### src/rtl/fp_normalizer_packer.sv
// fp_normalizer_packer: takes a sign, a pre-normalization biased exponent and
// a double-width product mantissa, normalizes the mantissa one shift per
// cycle, rounds half-up, checks the exponent range and packs
// {sign, exponent, fraction} into a single word. Valid/ready handshakes sit on
// both sides and only one operation is in flight at a time.
// Port widths assume NB_TOTAL == 1+NB_EXP+NB_MANT and NB_RAW == 2*NB_MANT+2.
module fp_normalizer_packer #(
    parameter int NB_MANT  = 8,
    parameter int NB_EXP   = 4,
    parameter int NB_TOTAL = 13,
    parameter int NB_RAW   = 18
) (
    input  logic                       CLK,
    input  logic                       RST_N,
    input  logic                       IN_VALID,
    output logic                       IN_READY,
    input  logic                       SIGN_IN,
    input  logic signed [NB_EXP+1:0]   EXP_IN,
    input  logic        [NB_RAW-1:0]   MANT_IN,
    output logic                       OUT_VALID,
    input  logic                       OUT_READY,
    output logic        [NB_TOTAL-1:0] OUT,
    output logic                       OVF,
    output logic                       UNF
);

    // Internal exponent carries enough headroom for all left shifts and the
    // right-shift/rounding increments without wrapping.
    localparam int NB_E = NB_EXP + 3;

    localparam logic signed [NB_E-1:0] EXP_MAX = NB_E'((2 ** NB_EXP) - 1);
    localparam logic [NB_EXP-1:0]      EXP_SAT = NB_EXP'((2 ** NB_EXP) - 2);

    typedef enum logic [1:0] {
        IDLE  = 2'd0,
        NORM  = 2'd1,
        ROUND = 2'd2,
        DONE  = 2'd3
    } state_t;

    state_t                  state;
    logic                    sign_r;
    logic                    zero_r;
    logic signed [NB_E-1:0]  exp_r;
    logic [NB_RAW-1:0]       mant_r;

    logic [NB_MANT-1:0]      frac_raw;
    logic                    round_bit;
    logic [NB_MANT:0]        frac_sum;
    logic [NB_MANT-1:0]      frac_rnd;
    logic signed [NB_E-1:0]  exp_rnd;
    logic                    exp_under;
    logic                    exp_over;

    // Half-up rounding of the normalized mantissa and range classification of
    // the post-rounding exponent; a fraction carry-out wraps frac to zero.
    always_comb begin
        frac_raw  = mant_r[NB_RAW-3 -: NB_MANT];
        round_bit = mant_r[NB_RAW-3-NB_MANT];
        frac_sum  = {1'b0, frac_raw} + {{NB_MANT{1'b0}}, round_bit};
        frac_rnd  = frac_sum[NB_MANT-1:0];
        exp_rnd   = exp_r + {{(NB_E-1){1'b0}}, frac_sum[NB_MANT]};
        exp_under = exp_rnd[NB_E-1] || (exp_rnd == '0);
        exp_over  = !exp_rnd[NB_E-1] && (exp_rnd >= EXP_MAX);
    end

    // Control FSM with registered handshake outputs and packed result.
    always_ff @(posedge CLK or negedge RST_N) begin
        if (!RST_N) begin
            state     <= IDLE;
            sign_r    <= 1'b0;
            zero_r    <= 1'b0;
            exp_r     <= '0;
            mant_r    <= '0;
            IN_READY  <= 1'b1;
            OUT_VALID <= 1'b0;
            OUT       <= '0;
            OVF       <= 1'b0;
            UNF       <= 1'b0;
        end else begin
            case (state)
                IDLE: begin
                    if (IN_VALID) begin
                        sign_r   <= SIGN_IN;
                        exp_r    <= {EXP_IN[NB_EXP+1], EXP_IN};
                        mant_r   <= MANT_IN;
                        zero_r   <= 1'b0;
                        IN_READY <= 1'b0;
                        state    <= NORM;
                    end
                end
                NORM: begin
                    if (mant_r == '0) begin
                        zero_r <= 1'b1;
                        state  <= ROUND;
                    end else if (mant_r[NB_RAW-1]) begin
                        mant_r <= {1'b0, mant_r[NB_RAW-1:1]};
                        exp_r  <= exp_r + NB_E'(1);
                        state  <= ROUND;
                    end else if (mant_r[NB_RAW-2]) begin
                        state <= ROUND;
                    end else begin
                        // Nonzero and below the leading position, so this
                        // terminates within NB_RAW-2 shifts.
                        mant_r <= {mant_r[NB_RAW-2:0], 1'b0};
                        exp_r  <= exp_r - NB_E'(1);
                    end
                end
                ROUND: begin
                    OUT_VALID <= 1'b1;
                    state     <= DONE;
                    if (zero_r) begin
                        OUT <= {sign_r, {NB_EXP{1'b0}}, {NB_MANT{1'b0}}};
                        OVF <= 1'b0;
                        UNF <= 1'b0;
                    end else if (exp_under) begin
                        OUT <= {sign_r, {NB_EXP{1'b0}}, {NB_MANT{1'b0}}};
                        OVF <= 1'b0;
                        UNF <= 1'b1;
                    end else if (exp_over) begin
                        OUT <= {sign_r, EXP_SAT, {NB_MANT{1'b1}}};
                        OVF <= 1'b1;
                        UNF <= 1'b0;
                    end else begin
                        OUT <= {sign_r, exp_rnd[NB_EXP-1:0], frac_rnd};
                        OVF <= 1'b0;
                        UNF <= 1'b0;
                    end
                end
                DONE: begin
                    if (OUT_READY) begin
                        OUT_VALID <= 1'b0;
                        IN_READY  <= 1'b1;
                        state     <= IDLE;
                    end
                end
                default: state <= IDLE;
            endcase
        end
    end

endmodule

### config.mk
export PLATFORM = sky130hd
export DESIGN_NAME = fp_normalizer_packer
export DESIGN_NICKNAME = d
export VERILOG_FILES = /design/src/rtl/fp_normalizer_packer.sv
export SDC_FILE = /design/constraint.sdc
export NUM_CORES = 1
export LEC_CHECK = 0
export CORE_AREA = 2 2 83 85
export CTS_BUF_LIST = sky130_fd_sc_hd__clkbuf_8
export CTS_CLUSTER_DIAMETER = 200
export DETAILED_ROUTE_END_ITERATION = 6
export DIE_AREA = 0 0 85 87
export GPL_TIMING_DRIVEN = 1
export PLACE_DENSITY_LB_ADDON = 0.2
export SYNTH_ARGS = -nofsm -noshare
export SYNTH_HDL_FRONTEND = slang
export SYNTH_SLANG_ARGS = --single-unit
### constraint.sdc
create_clock -name CLK -period 3.8 [get_ports CLK]
set_input_delay 0.38 -clock CLK [delete_from_list [all_inputs] [get_ports CLK]]
set_output_delay 0.38 -clock CLK [all_outputs]
set_load 0.02 [all_outputs]
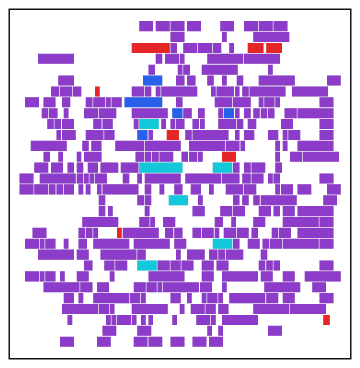
**Above:** cells by drive strength.
(4 px per µm)
color	size	cells
red	drive 2	8
purple	drive 1 or less	329
blue	drive 3 to 4	5
cyan	drive 6 and up	6

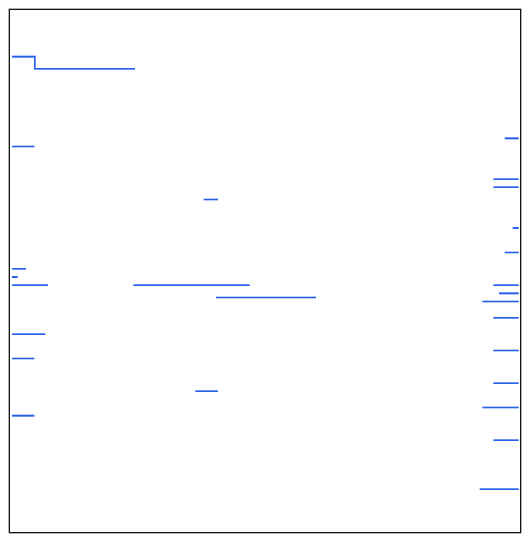
**Above:** M3 wires.
(6 px per µm)
longest straight run	19.1 µm
main direction	horizontal
wire length on this layer	140 µm
nets with wire on the layer	23
share of all routed wire	2.2%
met3 global-route usage: 2.27%
total number of vias: 2415
DRT Wirelength: 6250 µm

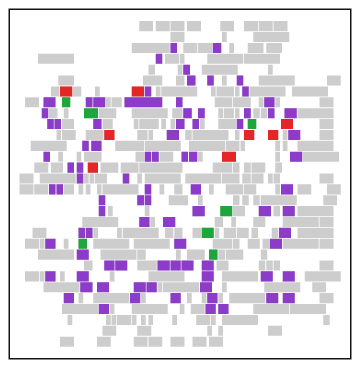
**Above:** selected gate families.
(4 px per µm)
color	family	cells
purple	inverting AOI/OAI gates	87
green	AND and OR gates	7
red	AND-OR and OR-AND gates	8

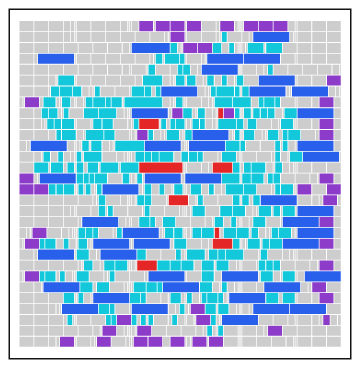
**Above:** cell classes on the final placement.
(4 px per µm) Fill, decap, tap and diode cells in gray.
color	class	cells	share of their area
red	clock drivers and dummy loads	8	3.2%
blue	flip-flops	46	35%
purple	other buffers and delay cells	48	14%
cyan	all other logic	246	48%

==> flow_summary.json <==
{
  "run_status": "complete, no violations",
  "timing.max_cap.violations": 0,
  "worst_hold_path_type": "primary input to asynchronous set/reset pin",
  "power.share.combinational_pct": 56.3,
  "synthMostInstantiatedCell": "sky130_fd_sc_hd__dfrtp_1",
  "synth-seq-area-share_pct": 40.6,
  "post_synthesis_share_of_cell_area_spent_on_and_or_nand_and_nor_gates_pct": 18.1,
  "maxSlewViolCount": 0,
  "detailed_place_hpwl_um": 4390,
  "yosys.area_share.adder_pct": 6.44,
  "top_layer_used": "met4",
  "drt.antenna.violating_nets": 0,
  "synthesis.instances": 311,
  "minimum_setup_slack_among_reg_to_reg_paths_ps": 820,
  "final_hold_viol_count": 0,
  "cts_made_buffers": 5,
  "power.leakage_nw": 1.44,
  "clock_tree_from_tritoncts": "yes",
  "place_ws_ps": 834,
  "pin_count": 46,
  "groute.usage.overall_pct": 17.6,
  "reg_with_most_ffs": "mant_r",
  "synth_cell_types": 47,
  "die_y_um": 87,
  "ff_latch_area_um2": 1150,
  "log.warning_count": 29,
  "cp_max_fo": 11,
  "top_cell_family_by_delay_on_the_critical_path": "adder cells",
  "clock_power_share_pct": 11.2,
  "critical_path.startpoint": "mant_r[7]",
  "drive_gt1_share_pct": 5.46,
  "setup_viol_count_final": 0,
  "grt_busiest_layer": "met2",
  "clock_latency_ps": 290,
  "final_cell_mix": "sky130_fd_sc_hd__dfrtp_1, sky130_fd_sc_hd__clkdlybuf4s50_1, sky130_fd_sc_hd__nand2_1, sky130_fd_sc_hd__nor2_1, sky130_fd_sc_hd__a21oi_1",
  "die.size.x_um": 85,
  "share_seq_of_total_power_pct": 32.5,
  "worst_setup_hold_path_clk_slew_ps": 80,
  "routed_wl_met2_um": 2960,
  "top_cells_by_count": "sky130_fd_sc_hd__dfrtp_1, sky130_fd_sc_hd__nand2_1, sky130_fd_sc_hd__nor2_1",
  "cp_common_cell": "sky130_fd_sc_hd__ha_1",
  "synth-edff-count": 0
}
